## src/rtl/exit_watchdog_pkg.sv

```systemverilog
// Shared types and helpers for the exit watchdog.
// FSM state encoding and the fail-channel priority search.
package exit_watchdog_pkg;

    localparam int EW_MAX_CH = 16;

    typedef enum logic [1:0] {
        S_WAIT,
        S_START,
        S_RUN,
        S_DONE
    } ew_state_e;

    typedef struct packed {
        logic       found;
        logic [3:0] idx;
    } ew_first_t;

    // Lowest set bit wins, so channel 0 has the highest priority.
    function automatic ew_first_t first_set_idx(
        input logic [EW_MAX_CH-1:0] vec
    );
        ew_first_t r;
        r.found = 1'b0;
        r.idx   = 4'd0;
        for (int i = EW_MAX_CH - 1; i >= 0; i--) begin
            if (vec[i]) begin
                r.found = 1'b1;
                r.idx   = 4'(i);
            end
        end
        return r;
    endfunction

endpackage

```

## src/rtl/ew_sat_counter.sv

```systemverilog
// Saturating up-counter with synchronous clear and enable.
// Holds at all-ones instead of wrapping.
module ew_sat_counter #(
    parameter int CNT_W = 32
) (
    input  logic             i_clk,
    input  logic             i_rst,
    input  logic             i_clr,
    input  logic             i_en,
    output logic [CNT_W-1:0] o_cnt
);

    logic [CNT_W-1:0] r_cnt;

    // Clear has priority; count only while enabled and below all-ones.
    always_ff @(posedge i_clk) begin
        if (i_rst || i_clr) begin
            r_cnt <= '0;
        end else if (i_en && (r_cnt != '1)) begin
            r_cnt <= r_cnt + CNT_W'(1);
        end
    end

    assign o_cnt = r_cnt;

endmodule

```

## src/rtl/exit_watchdog.sv

```systemverilog
// Reset hold-off, start pulse and multi-channel exit monitor.
// Latches a sticky pass/fail/timeout verdict until reset.
module exit_watchdog
    import exit_watchdog_pkg::*;
#(
    parameter int NUM_CH     = 2,
    parameter int VALUE_W    = 32,
    parameter int CNT_W      = 32,
    parameter int RESET_WAIT = 50,
    parameter int MODE_ALL   = 0,
    localparam int FCH_W     = (NUM_CH > 1) ? $clog2(NUM_CH) : 1
) (
    input  logic                      clk_i,
    input  logic                      rst_i,
    input  logic [CNT_W-1:0]          max_cycles_i,
    input  logic [NUM_CH-1:0]         exit_valid_i,
    input  logic [NUM_CH*VALUE_W-1:0] exit_value_i,
    output logic                      start_o,
    output logic                      busy_o,
    output logic                      done_o,
    output logic                      pass_o,
    output logic                      timeout_o,
    output logic [NUM_CH-1:0]         exited_o,
    output logic [FCH_W-1:0]          fail_ch_o,
    output logic [VALUE_W-1:0]        fail_value_o,
    output logic [CNT_W-1:0]          cycle_cnt_o
);

    ew_state_e           r_state;
    ew_state_e           w_state_nxt;
    logic [CNT_W-1:0]    w_hold_cnt;
    logic [CNT_W-1:0]    w_run_cnt;
    logic [NUM_CH-1:0]   w_new;
    logic [NUM_CH-1:0]   w_bad;
    logic [NUM_CH-1:0]   w_exited_nxt;
    logic [EW_MAX_CH-1:0] w_bad16;
    ew_first_t           w_first;
    logic [VALUE_W-1:0]  w_first_val;
    logic                w_fail_now;
    logic                w_finish;
    logic                w_timeout;

    logic                r_start;
    logic                r_busy;
    logic                r_done;
    logic                r_pass;
    logic                r_timeout;
    logic                r_fail_seen;
    logic [NUM_CH-1:0]   r_exited;
    logic [FCH_W-1:0]    r_fail_ch;
    logic [VALUE_W-1:0]  r_fail_value;

    ew_sat_counter #(.CNT_W(CNT_W)) u_hold_cnt (
        .i_clk (clk_i),
        .i_rst (rst_i),
        .i_clr (r_state != S_WAIT),
        .i_en  (r_state == S_WAIT),
        .o_cnt (w_hold_cnt)
    );

    ew_sat_counter #(.CNT_W(CNT_W)) u_run_cnt (
        .i_clk (clk_i),
        .i_rst (rst_i),
        .i_clr ((r_state == S_WAIT) || (r_state == S_START)),
        .i_en  (r_state == S_RUN),
        .o_cnt (w_run_cnt)
    );

    // New exits this cycle, and which of them carry a nonzero value.
    always_comb begin
        w_new   = exit_valid_i & ~r_exited;
        w_bad   = '0;
        w_bad16 = '0;
        for (int k = 0; k < NUM_CH; k++) begin
            w_bad[k] = w_new[k] &&
                (exit_value_i[k*VALUE_W +: VALUE_W] != '0);
        end
        w_bad16[NUM_CH-1:0] = w_bad;
    end

    assign w_first = first_set_idx(w_bad16);

    // Value of the winning failing channel.
    always_comb begin
        w_first_val = '0;
        for (int k = 0; k < NUM_CH; k++) begin
            if (4'(k) == w_first.idx) begin
                w_first_val = exit_value_i[k*VALUE_W +: VALUE_W];
            end
        end
    end

    assign w_fail_now   = w_first.found && !r_fail_seen;
    assign w_exited_nxt = r_exited | exit_valid_i;
    assign w_finish     = (MODE_ALL != 0) ? (&w_exited_nxt)
                                          : (|exit_valid_i);
    assign w_timeout    = (max_cycles_i != '0) &&
                          (w_run_cnt >= max_cycles_i) && !w_finish;

    // State register.
    always_ff @(posedge clk_i) begin
        if (rst_i) begin
            r_state <= S_WAIT;
        end else begin
            r_state <= w_state_nxt;
        end
    end

    // Next-state: hold-off, one-cycle start, run until finish or timeout.
    always_comb begin
        w_state_nxt = r_state;
        unique case (r_state)
            S_WAIT: begin
                if (w_hold_cnt == CNT_W'(RESET_WAIT - 1)) begin
                    w_state_nxt = S_START;
                end
            end
            S_START: w_state_nxt = S_RUN;
            S_RUN: begin
                if (w_finish || w_timeout) begin
                    w_state_nxt = S_DONE;
                end
            end
            S_DONE:  w_state_nxt = S_DONE;
            default: w_state_nxt = S_WAIT;
        endcase
    end

    // Registered status flags and RUN-phase exit/fail/timeout capture.
    always_ff @(posedge clk_i) begin
        if (rst_i) begin
            r_start      <= 1'b0;
            r_busy       <= 1'b0;
            r_done       <= 1'b0;
            r_pass       <= 1'b0;
            r_timeout    <= 1'b0;
            r_fail_seen  <= 1'b0;
            r_exited     <= '0;
            r_fail_ch    <= '0;
            r_fail_value <= '0;
        end else begin
            r_start <= (w_state_nxt == S_START);
            r_busy  <= (w_state_nxt == S_RUN);
            r_done  <= (w_state_nxt == S_DONE);
            if (r_state == S_RUN) begin
                r_exited <= w_exited_nxt;
                if (w_fail_now) begin
                    r_fail_seen  <= 1'b1;
                    r_fail_ch    <= w_first.idx[FCH_W-1:0];
                    r_fail_value <= w_first_val;
                end
                if (w_timeout) begin
                    r_timeout <= 1'b1;
                end
                if (w_finish || w_timeout) begin
                    r_pass <= !w_timeout && !r_fail_seen &&
                              !w_first.found;
                end
            end
        end
    end

    assign start_o      = r_start;
    assign busy_o       = r_busy;
    assign done_o       = r_done;
    assign pass_o       = r_pass;
    assign timeout_o    = r_timeout;
    assign exited_o     = r_exited;
    assign fail_ch_o    = r_fail_ch;
    assign fail_value_o = r_fail_value;
    assign cycle_cnt_o  = w_run_cnt;

endmodule

```

## config.mk

```make
export PLATFORM = sky130hd
export DESIGN_NAME = exit_watchdog
export DESIGN_NICKNAME = d
export VERILOG_FILES = /design/src/rtl/exit_watchdog_pkg.sv /design/src/rtl/ew_sat_counter.sv /design/src/rtl/exit_watchdog.sv
export SDC_FILE = /design/constraint.sdc
export NUM_CORES = 1
export LEC_CHECK = 0
export CAP_MARGIN = 40
export CORE_MARGIN = 1.5
export CORE_UTILIZATION = 44
export CTS_CLUSTER_DIAMETER = 60
export CTS_CLUSTER_SIZE = 40
export DETAILED_ROUTE_END_ITERATION = 6
export PLACE_DENSITY_LB_ADDON = 0.25
export SLEW_MARGIN = 40
export SYNTH_ARGS = -nofsm -noshare
export SYNTH_HDL_FRONTEND = slang
export SYNTH_SLANG_ARGS = --single-unit
```

## constraint.sdc

```tcl
create_clock -name clk_i -period 2.55 [get_ports clk_i]
set_input_delay 0.765 -clock clk_i [delete_from_list [all_inputs] [get_ports clk_i]]
set_output_delay 0.765 -clock clk_i [all_outputs]
set_load 0.02 [all_outputs]
```

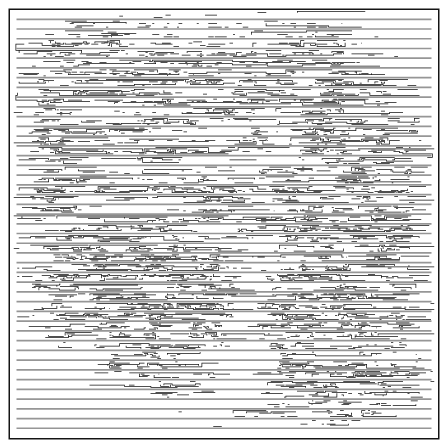
(run_1/met1.png)
Supply wires on this layer in gray.
The wires run mostly horizontal. 975 nets have wire on it. The layer holds 45% of the routed length. The layer carries 7,970 um of wire.

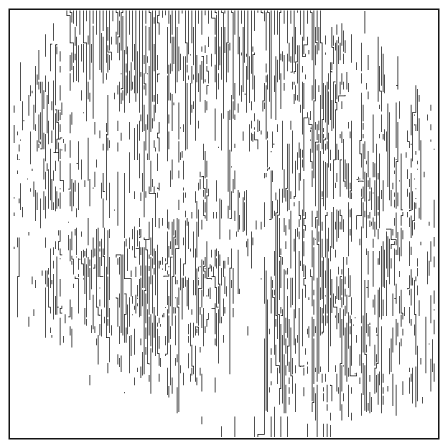
(run_1/met2.png)
The layer carries 8,350 um of wire. The longest straight run is 39.1 um.

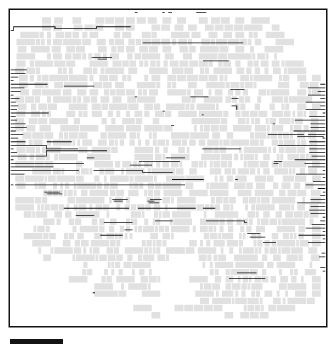
(run_1/met3.png)
Scale bar: 20 um.
The wires run mostly horizontal. 119 nets have wire on it. The layer carries 973 um of wire. The longest straight run is 63.9 um. The layer holds 5.5% of the routed length.

==> summary.txt, run 1 <==
The run has ended; figures from its reports follow.

The total number of clock tree sinks came out at around 110. The warning total across the stage logs came out at 28. For reference, the final report shows the hold violation count at 0.

For hold timing, the worst endpoint is exited_o[0]$_SDFFE_PP0P_. The post-place instance area is 8350 um^2. The clock skew after layout is about 0.0075 ns. The placement-stage worst setup slack came out at -0.647 ns.

The timing report shows that the slowest cell on the worst path is sky130_fd_sc_hd__o31a_1. The maximum fanout along the worst path came out at 2. As logged by OpenROAD, the buffers inserted on ports number between 150 and 200. The clock input transition at the sequential cells of the worst setup and hold paths came out at 0.07 ns. The number of warning messages in the yosys log is 0.

The total routing usage reported by global routing is roughly a quarter. Walking the worst path, the cells encountered are clkdlybuf4s15_2 > inv_1 > ha_4 > and2_4 > a221o_1 > a221oi_2 > o211ai_1 > o31a_1 > or2_4. The setup slack on the worst flop-to-flop path came out at 0.16 ns. The initial antenna violation count is 0. The count of flip-flops with a built-in enable after synthesis came out at 0. The total design power is 0.00363 W. The total number of nets in the final design came out at between 1,000 and 1,500.

Per STA, the worst path accumulates the most delay in the family AND-OR/OR-AND gates. Per the gpl log, the routability congestion estimate is between 0.8 and 0.9. The total die size came out at about 14,000 um^2. The length of the first detailed-routing pass in iterations is 4. The final max-slew violation count is 0.

In the layout the commonest cells are 153 x sky130_fd_sc_hd__clkdlybuf4s50_1, 107 x sky130_fd_sc_hd__dfxtp_1, 75 x sky130_fd_sc_hd__nor2_1. The element type at the critical path start is an input port. The worst pin sits at a relative slew slack of between 60% and 70%.

Counting every instance in the synthesized netlist gives approximately 730. For reference, the placement row count at floorplan is ~42. For reference, the critical path is captured by r_state[0]$_SDFF_PP0_. The cell total in the yosys stat output is roughly 730. For the worst reg-to-reg path, the endpoint reported by OpenROAD is u_hold_cnt.o_cnt[26]$_SDFFE_PP0P_.

The hold-critical path depth came out at 2. The critical path depth came out at 9. The area added between synthesis and finish is 47.9%. Per the synth stats, the flop cell with the highest instance count is sky130_fd_sc_hd__dfxtp_1. The pin slew with the least headroom to its limit is approximately 0.52 ns. The number of levels in the clock H-tree is 3.

The kind of capture point of the worst setup path is a flip-flop. OpenSTA lists the critical path startpoint as max_cycles_i[19]. The number of I/O pins came out at 172. Per the OpenROAD floorplan log, the height of the die is around 120 um. TritonCTS built the clock tree.

The insertion delay of the later-clocked pin in the worst-skew pair came out at 0.35 ns. The run finished with clean final reports. The most common logic cell in the final layout is sky130_fd_sc_hd__clkdlybuf4s50_1. The buffers plus inverters on the worst setup path is 2.
[run 1: power breakdown]
group          switching (W)  leakage [nW]  internal (W)  total, W
registers         0.00000636         0.862       0.00167   0.00168
logic               0.000148          2.50      0.000226  0.000374
clock network       0.000623         0.161      0.000949   0.00157
total               0.000777          3.52       0.00285   0.00363
[run 1: cells by family (layout without fill, tap and decap cells)]
family                   after synthesis  count (layout)  share of synthesized area, %
AND/OR/NAND/NOR                      277             277                          24.6
AND-OR/OR-AND                        147             147                          13.9
flip-flops                           107             107                          35.8
buffers and inverters                 75             299                          4.79
XOR/XNOR                              51              51                          7.47
multiplexers                          36              36                          6.05
adder cells (fa/ha/maj)               35              35                          7.33
[run 1: worst reg2reg max path: cells and delay by family (launching register included)]
| family | cells | cell delay (ns) |
|---|---|---|
| AND-OR/OR-AND | 2 | 0.29 |
| AND/OR/NAND/NOR | 4 | 1.34 |
| flip-flops | 1 | 0.44 |
| buffers and inverters | 1 | 0.20 |
[run 1: metrics by stage]
step / cells / hold WS, ns / utilization, % / setup TNS [ns]
after floorplan: 728 / 0.451 / - / 0
after CTS: 1127 / 0.508 / 66.4 / 0
after detailed placement: 1113 / 0.486 / 63.1 / -14.50
after global placement: 1113 / 0.475 / 63.1 / -13.96
after global routing: 1128 / 0.524 / 66.7 / -0.0492
final: 1128 / 0.503 / 66.7 / 0
[run 1: final cells by class]
type,instances,area [um^2]
repair buffers,242,2260
well taps,176,220
clock buffers,9,225
inverters,43,161
flip-flops and latches,107,2140
multi-input cells,546,3730
clock inverters,5,104
fillers,1113,4400
[run 1: state kept, by name, indices dropped and copies added (netlist names)]
name	count
done_o	1
pass_o	1
start_o	1
timeout_o	1
r_state	2
u_run_cnt.o_cnt	32
fail_value_o	32
exited_o	2
busy_o	1
u_hold_cnt.o_cnt	32
fail_ch_o	1
r_fail_seen	1
[run 1: Yosys cell counts (3+ instances only)]
master / number
sky130_fd_sc_hd__a211oi_1: 4
sky130_fd_sc_hd__a21oi_1: 60
sky130_fd_sc_hd__and2_1: 5
sky130_fd_sc_hd__and3_1: 13
sky130_fd_sc_hd__and4_1: 7
sky130_fd_sc_hd__buf_2: 4
sky130_fd_sc_hd__clkbuf_1: 28
sky130_fd_sc_hd__dfxtp_1: 107
sky130_fd_sc_hd__ha_1: 35
sky130_fd_sc_hd__inv_1: 42
sky130_fd_sc_hd__mux2i_1: 35
sky130_fd_sc_hd__nand2_1: 35
sky130_fd_sc_hd__nand2b_1: 4
sky130_fd_sc_hd__nand3_1: 23
sky130_fd_sc_hd__nand4_1: 35
sky130_fd_sc_hd__nor2_1: 76
sky130_fd_sc_hd__nor2b_1: 3
sky130_fd_sc_hd__nor3_1: 15
sky130_fd_sc_hd__nor4_1: 33
sky130_fd_sc_hd__o2111ai_1: 3
sky130_fd_sc_hd__o211ai_1: 7
sky130_fd_sc_hd__o21ai_0: 44
sky130_fd_sc_hd__o21ai_1: 11
sky130_fd_sc_hd__or3_1: 10
sky130_fd_sc_hd__xnor2_1: 19
sky130_fd_sc_hd__xor2_1: 32
[run 1: what timing repair did]
item                                    CTS  global route
buffers inserted                          0             1
endpoints found under the setup margin   10            36
pin swaps                                21            11
gates resized                            45            15
==> run_1/met4.png <==
Supply wires on this layer in gray.
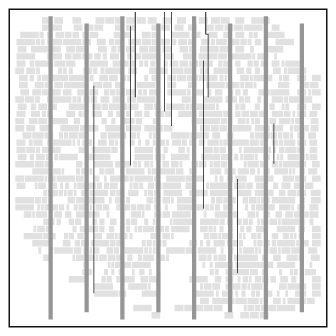

==> run 2, diff against run 1 <==
CORE_MARGIN = 2   (was 1.5)
TNS_END_PERCENT = 50   (was not set)
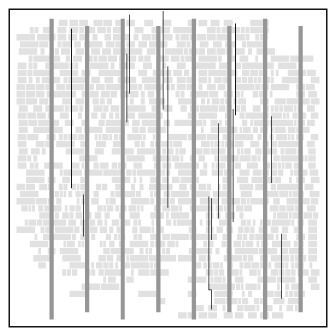
(run_2/met4.png)
Supply wires on this layer in gray.
The layer carries 446 um of wire. The layer holds 2.5% of the routed length.

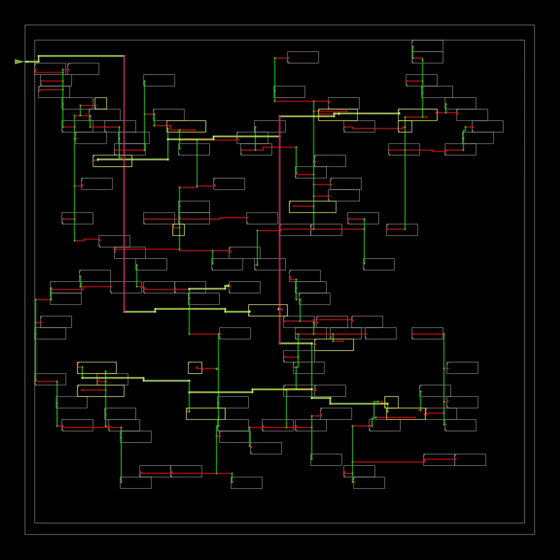
(run_2/final_clocks.png)
Clock group: 0.00152 W
clock latency of the later-clocked register in the worst-skew pair: 0.36 ns
clock sink total: 107
Fin Clk Skew: 0.00818 ns
number of clock-tree buffers in the layout: 9

==> run 2 against run 1 <==
Non-clock buffer count shrank 7. Utilization shrank 0.16 points. Combinational power is essentially flat. Synthesized cell count is the same. Clock power shrank 3%. Clock skew grew 0.00066 ns. Critical path depth is the same. Hold slack lost 0.021 ns. Global-route usage shrank 0.14 points. Cell count shrank 0.44%. Sequential power is essentially flat. Critical endpoint unchanged.
==> summary.txt, run 2 <==
The run has ended; figures from its reports follow.

The synthesized netlist occupies a cell area of 5980 um^2. The pin slew with the least headroom to its limit came out at a little under 0.5 ns. The multiplexer area fraction after synthesis came out at just over 6%.

The maximum VDD drop came out at approximately 0.46 mV. The gate count after technology mapping is 728. Of the total synthesized cell area, the portion taken by XOR and XNOR cells is 7.47%. The met1 layer wirelength in the final routing is slightly below 8 mm. The total DRC errors in the routed layout came out at 0.

The total number of nets in the final design is 1,077. The launch point of the critical path was reported as max_cycles_i[18]. The initial antenna violation count is 0. The last timing report of the flow puts the setup violation total at 0. The chip area line of the yosys report is 5980 um^2. The count of flip-flops with a built-in enable after synthesis came out at 0. The element type at the critical path start is an input port. The cell area power density is 405 nW/um^2.

The worst setup path is captured at a flip-flop. After synthesis, flip-flops and latches occupy between 30% and 40% of the total area. The number of buffers created by CTS is 9. The first detailed-routing pass ran for 5 iterations. The report shows a maximum critical-path fanout of 2. In the post-synthesis netlist, the cell with the most instances is sky130_fd_sc_hd__dfxtp_1. The number of levels in the clock H-tree came out at 3. Setup repair after global routing could not meet its margin everywhere. The end point of the critical path is r_state[0]$_SDFF_PP0_. The total die size is 14,500 um^2. STA on the placed design reports a worst setup slack of -0.638 ns. The max-slew headroom at the worst pin came out at 66.9%. The AND-OR/OR-AND share of the synthesized area came out at between 10% and 20%.

The setup slack on the worst flop-to-flop path came out at ~0.21 ns. The clock input transition at the sequential cells of the worst setup and hold paths is approximately 0.080 ns. The root cell of the clock tree is sky130_fd_sc_hd__clkbuf_16. The most instantiated logic cell after routing is sky130_fd_sc_hd__clkdlybuf4s50_1.

The number of vias per cell after detailed routing came out at roughly 5.5. The post-place instance area came out at between 8000 and 9000 um^2. The placement report lists the number of port buffers as 171. The repair_antennas step left the layout with diodes totalling 0. The final timing report lists a hold violation count of 0. Per the OpenROAD floorplan log, the height of the die is roughly 120 um. For this design the top-level I/O count stands at about 170. The detailed router placed 6,190 vias in this run. For this run, the share of the core covered by cells in the final layout is 66.6%.

Between the synthesized netlist and the finished layout, the area growth was recorded as 47.5%. The dominant combinational cell family by area after synthesis is simple AND/OR/NAND/NOR gates. The number of DRC markers after the initial detailed-route iteration came out at between 300 and 400.

The share of cells above drive strength 1 came out at about an eighth. The library cells used most frequently in the layout, excluding fill and tap cells, are 152 x sky130_fd_sc_hd__clkdlybuf4s50_1, 107 x sky130_fd_sc_hd__dfxtp_1, 75 x sky130_fd_sc_hd__nor2_1. Of all flip-flops after synthesis, the portion carrying an async set or reset was 0%.

The detail-routed net length per standard cell came out at roughly 16 um. The routed length on met3 is ~1.2 mm. The sum of net half-perimeters after detailed placement is ~13 mm. The post-route worst setup slack came out at about 0.044 ns. After layout, the design draws a total of between 0.003 and 0.004 W. The worst hold margin is between 0.4 and 0.5 ns. The die width came out at 121 um. In the global route stage, overall resource usage came out at 24.4%.

Summed over all instances, the cell type with the most area after synthesis is sky130_fd_sc_hd__dfxtp_1. The leftover overflow at the end of global routing is 0. The final instance area came out at between 8000 and 9000 um^2. A synthesized cell averages 8.21 um^2.

The count of unique library cells instantiated by Yosys is roughly 58. The number of global-route vias before repair is between 5,000 and 6,000. Subtracting the final worst setup slack from the clock period gives 2.51 ns. The core region is 13,200 um^2. Counting instances in the post-synthesis netlist gives the leading cell types as 107 x sky130_fd_sc_hd__dfxtp_1, 76 x sky130_fd_sc_hd__nor2_1, 60 x sky130_fd_sc_hd__a21oi_1, 44 x sky130_fd_sc_hd__o21ai_0, 42 x sky130_fd_sc_hd__inv_1. The required time of the critical path came out at between 2 and 3 ns. The final weighted congestion in routability-driven placement came out at ~0.86.

Per the Yosys statistics, synthesis produced ~730 cells. The simple logic cell fraction of the synthesized area is between 20% and 30%. The post-synthesis adder-cell area fraction came out at around 7.3%. For the worst reg-to-reg path, the startpoint reported by OpenROAD is u_run_cnt.o_cnt[17]$_SDFFE_PP0P_. The net count of the mapped netlist is between 800 and 900.

The warning total across the stage logs came out at 28. The flow ran to the end, and the final reports show no timing, DRC or antenna violations. The number of warning messages in the yosys log came out at 0. The final max-slew violation count is 0. The endpoint of the lowest-slack register-to-register path is r_state[0]$_SDFF_PP0_. TritonCTS built the clock tree. Row generation in the floorplan step produced 42 rows. The wire length of the first global-routing pass is 28.6 mm. The primary flip-flop cell chosen by synthesis mapping is sky130_fd_sc_hd__dfxtp_1.
## run 2: timing repair
action | 4_1_cts | 5_1_grt
hold buffers | 0 | 0
hold endpoints to repair | 0 | 0
setup endpoints to repair | 12 | 36
gates resized | 46 | 25
pin swaps | 17 | 11
buffers inserted | 3 | 1
## run 2: cells by family after synthesis
logic type / count (synthesis)
simple gates: 277
compound gates: 147
flops: 107
buf+inv: 75
xor+xnor: 51
mux: 36
fa+ha+maj: 35
## run 2: worst min-delay path by stage
stage / cells past startpoint / slack (ns) / endpoint / start
2_1_floorplan: 2 / 0.45 / r_fail_seen$_SDFFE_PP0P_ / r_fail_seen$_SDFFE_PP0P_
3_3_place_gp: 1 / 0.47 / timeout_o$_SDFFE_PP0P_ / timeout_o$_SDFFE_PP0P_
3_5_place_dp: 1 / 0.46 / timeout_o$_SDFFE_PP0P_ / timeout_o$_SDFFE_PP0P_
4_1_cts: 1 / 0.48 / timeout_o$_SDFFE_PP0P_ / timeout_o$_SDFFE_PP0P_
5_1_grt: 1 / 0.51 / timeout_o$_SDFFE_PP0P_ / timeout_o$_SDFFE_PP0P_
6_report: 1 / 0.48 / timeout_o$_SDFFE_PP0P_ / timeout_o$_SDFFE_PP0P_
## run 2: critical path: stages
cell	delay [ns]
sky130_fd_sc_hd__clkdlybuf4s15_2	0.19
sky130_fd_sc_hd__inv_1	0.05
sky130_fd_sc_hd__ha_1	0.28
sky130_fd_sc_hd__and2_4	0.16
sky130_fd_sc_hd__a221o_1	0.30
sky130_fd_sc_hd__a221oi_2	0.25
sky130_fd_sc_hd__o211ai_1	0.17
sky130_fd_sc_hd__o31a_1	0.34
sky130_fd_sc_hd__or2_4	0.24
## run 2: per-layer routing
layer,global-route usage [%],vias up
li1,-,3083
met1,31.7,2897
met2,39.1,182
met3,6.51,28
met4,8.87,0
met5,0,-
## run 2: through the flow
step           setup TNS (ns)  cells
6_report                    0   1123
2_1_floorplan               0    728
4_1_cts                     0   1122
3_3_place_gp           -13.95   1103
3_5_place_dp           -14.87   1103
5_1_grt                -0.126   1123
## run 2: area by class of cell
class	instances	area [um^2]
Sequential cell	107	2140
Tap cell	176	220
Multi-Input combinational cell	546	3750
Fill cell	1141	4430
Clock inverter	7	101
Timing Repair Buffer	235	2210
Clock buffer	9	225
Inverter	43	161
## run 2: where the power goes
part	switching (W)	internal [W]
Combinational	0.000150	0.000224
Clock	0.000650	0.000867
Sequential	0.00000632	0.00167
==> run 3, diff against run 2 <==
SLEW_MARGIN = not set   (was 40)
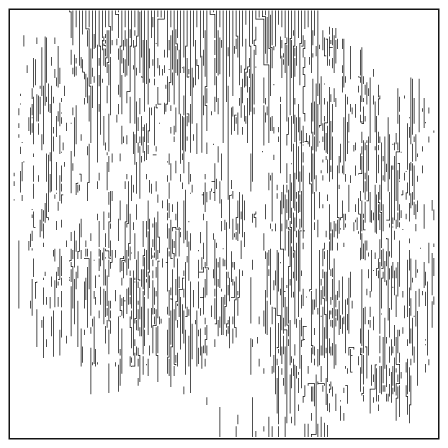
(run_3/met2.png)
937 nets have wire on it. The longest straight run is 37.2 um. The wires run mostly vertical.
total via count in the routed design: 6,190
GR Util met2: 39.1%

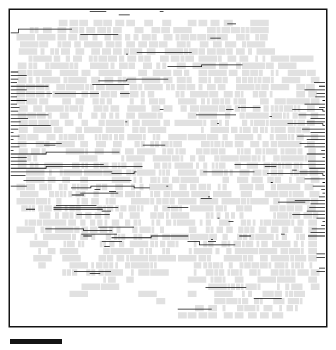
(run_3/met3.png)
Scale bar: 20 um.
The wires run mostly horizontal. 122 nets have wire on it. The longest straight run is 40.9 um. The layer holds 7.0% of the routed length.

==> run 3 against run 2 <==
Register-to-register slack hardly changed. Clock skew stayed put. Wire length stayed put. Area after synthesis stayed put. Global-route usage stayed put. Flip-flop count stayed put. Critical path depth stayed put. Sequential share of layout area stayed put. Maximum frequency stayed put. Final area stayed put. First-iteration DRC count stayed put. Critical endpoint unchanged. Largest power group unchanged.
==> summary.txt, run 3 <==
The run has ended; figures from its reports follow.

The flow ran to the end, and the final reports show no timing, DRC or antenna violations. The setup TNS after final layout came out at 0 ns. The root cell of the clock tree is sky130_fd_sc_hd__clkbuf_16. Per Yosys stat, the portion of area used by sequential elements is between 30 and 40%. The final instance area came out at 8820 um^2. The fraction of registers with async set or reset after synthesis came out at 0%. The area added between synthesis and finish is 47.5%. The leftover overflow at the end of global routing came out at 0. The final max-slew violation count recorded for this run is 0. The number of antenna repair diodes is 0.

The largest total area in the synthesized netlist belongs to sky130_fd_sc_hd__dfxtp_1. The post-layout utilization of the core came out at about two thirds. Synthesis instantiated a little under 60 different standard cells from the library. Hold repair after CTS inserted 0 buffers. The detail-routed net length per standard cell is about 16 um. The number of DRC markers after the initial detailed-route iteration came out at ~330. The warning total across the stage logs came out at 28. In this run the tightest slew margin relative to its limit is about 67%. Counting every net in the synthesized netlist gives around 860. The final weighted congestion in routability-driven placement is approximately 0.86. The net switching power in the latest report is 0.000807 W. The die width is 121 um. The number of global-route vias before repair came out at approximately 5,900. The setup slack on the worst flop-to-flop path came out at roughly 0.21 ns.

The buffers plus inverters on the worst setup path is 2. The sequential power share came out at between 40% and 50%. In this design, the stage delay of the slowest critical-path cell is roughly 0.34 ns. The chip occupies about 15,000 um^2. The chip area line of the yosys report is about 6000 um^2. The number of buffers created by CTS came out at 9.

The primary flip-flop cell chosen by synthesis mapping is sky130_fd_sc_hd__dfxtp_1. According to the floorplan report, the placeable core area is roughly 13,000 um^2. The number of warning messages in the yosys log is 0. The sum of net half-perimeters after detailed placement is between 10 and 15 mm. The worst hold margin came out at between 0.4 and 0.5 ns.

The total routing usage reported by global routing came out at between 20% and 30%. The most instantiated logic cell after routing is sky130_fd_sc_hd__clkdlybuf4s50_1. The leading cell type by number of instances after synthesis is sky130_fd_sc_hd__dfxtp_1.

Ranking logic cells in the layout by count gives the top entries 152 x sky130_fd_sc_hd__clkdlybuf4s50_1, 107 x sky130_fd_sc_hd__dfxtp_1, 75 x sky130_fd_sc_hd__nor2_1. The later pin in the worst-skew pair is clocked with a latency of roughly 0.36 ns. The relative contribution of the clock network to total power came out at a little over two fifths. The setup-violating endpoint count in the final report is 0.

TritonCTS built the clock tree. Of the total power, the share spent switching nets is between 20% and 30%. The gate count after technology mapping came out at approximately 730. The number of vias per cell after detailed routing is between 5 and 6.

In this run the number of H-tree levels came out at 3. Per the OpenROAD floorplan log, the height of the die is roughly 120 um. Looking at the VDD voltage map, the peak drop is about 0.46 mV. The count of flip-flops with a built-in enable after synthesis is 0.

The timing report attributes the biggest portion of critical-path delay to AND-OR/OR-AND gates. The type recorded for the worst min-delay path is reg -> reg. The wire length of the first global-routing pass is about 29 mm. The cell total in the yosys stat output is 728. The port buffer count came out at ~170. Setup repair after global routing could not meet its margin everywhere. The kind of capture point of the worst setup path is a flip-flop. The length of the first detailed-routing pass in iterations came out at 5.

The share of cells above drive strength 1 is roughly an eighth. The synthesized area divided by synthesized cell count came out at between 8 and 9 um^2. The commonest cells after synthesis are 107 x sky130_fd_sc_hd__dfxtp_1, 76 x sky130_fd_sc_hd__nor2_1, 60 x sky130_fd_sc_hd__a21oi_1, 44 x sky130_fd_sc_hd__o21ai_0, 42 x sky130_fd_sc_hd__inv_1. For the final database, setup skew stands at between 0.008 and 0.009 ns. The power report lists cell-internal power as 0.00277 W. In the routed design, unresolved DRC markers number 0. STA classifies the critical path startpoint as an input port. The number of hold violations in the final report came out at 0. The initial antenna violation count is 0. The pin slew with the least headroom to its limit is 0.491 ns.

The post-route minimum period came out at between 2 and 3 ns. The total number of nets in the final design is between 1,000 and 1,500. The post-placement cell area is between 8000 and 9000 um^2. The area of the mapped netlist is around 6000 um^2.

The required time of the critical path came out at 2.80 ns. The total number of clock tree sinks came out at 107. The number of I/O pins came out at 172. The total design power is about 0.0036 W. The cell area power density came out at just over 400 nW/um^2. The floorplan has approximately 42 rows. The timing report shows that the slowest cell on the worst path is sky130_fd_sc_hd__o31a_1. The maximum fanout along the worst path is 2. The signal on the critical path passes through clkdlybuf4s15_2 > inv_1 > ha_1 > and2_4 > a221o_1 > a221oi_2 > o211ai_1 > o31a_1 > or2_4.

The clock input transition at the sequential cells of the worst setup and hold paths came out at around 0.080 ns. Combinational logic burns 10.5% of the power. The worst path uses 98.3% of the clock period.
-- run 3: path summary, 6_finish.rpt --
path,cells after the start,from,end
setup / recovery,9,max_cycles_i[18],r_state[0]$_SDFF_PP0_
hold / removal,1,timeout_o$_SDFFE_PP0P_,timeout_o$_SDFFE_PP0P_
setup reg to reg,7,u_run_cnt.o_cnt[17]$_SDFFE_PP0P_,r_state[0]$_SDFF_PP0_
hold reg to reg,1,timeout_o$_SDFFE_PP0P_,timeout_o$_SDFFE_PP0P_
-- run 3: worst register-to-register path, stage by stage (launching register included) --
cell	delay (ns)
sky130_fd_sc_hd__dfxtp_1	0.50
sky130_fd_sc_hd__ha_4	0.26
sky130_fd_sc_hd__a21o_1	0.15
sky130_fd_sc_hd__a221o_1	0.33
sky130_fd_sc_hd__a221oi_2	0.25
sky130_fd_sc_hd__o211ai_1	0.17
sky130_fd_sc_hd__o31a_1	0.34
sky130_fd_sc_hd__or2_4	0.24
-- run 3: layer usage --
| metal | global-route usage, % | vias up | wire length [um] |
|---|---|---|---|
| met3 | 6.51 | 28 | 1240 |
| li1 | - | 3083 | - |
| met1 | 31.7 | 2897 | 7740 |
| met4 | 8.87 | 0 | 445 |
| met5 | 0 | - | 0 |
| met2 | 39.1 | 182 | 8330 |
-- run 3: metrics by stage --
stage | instances | setup WS [ns]
finish | 1123 | 0.0437
global route | 1123 | -0.0261
CTS | 1122 | 0.0126
detailed placement | 1103 | -0.638
global placement | 1103 | -0.580
floorplan | 728 | 0.00703
-- run 3: timing repair --
action                                 CTS  global route
pin swaps                               17            11
endpoints found under the hold margin    0             0
setup endpoints to repair               12            36
gates resized                           46            25
buffers inserted                         3             1
-- run 3: power groups by stage --
stage	combinational [W]	sequential, W	clock, W
global route	0.000406	0.00168	0.00162
floorplan	0.000117	0.00172	0
detailed placement	0.000360	0.00172	0
CTS	0.000365	0.00168	0.00156
finish	0.000374	0.00168	0.00152
global placement	0.000356	0.00172	0
-- run 3: cell type report --
cell class | count | area [um^2]
Fill cell | 1141 | 4430
Multi-Input combinational cell | 546 | 3750
Timing Repair Buffer | 235 | 2210
Sequential cell | 107 | 2140
Clock buffer | 9 | 225
Tap cell | 176 | 220
Inverter | 43 | 161
Clock inverter | 7 | 101
-- run 3: kinds of logic (layout without fill, tap and decap cells) --
kind of cell    after synthesis  after routing  synth area share, %
buf+inv                      75            294                 4.79
xor+xnor                     51             51                 7.47
flops                       107            107                 35.8
compound gates              147            147                 13.9
mux                          36             36                 6.05
fa+ha+maj                    35             35                 7.33
simple gates                277            277                 24.6
No activity file was given, so power comes from the tool's default toggle rates.
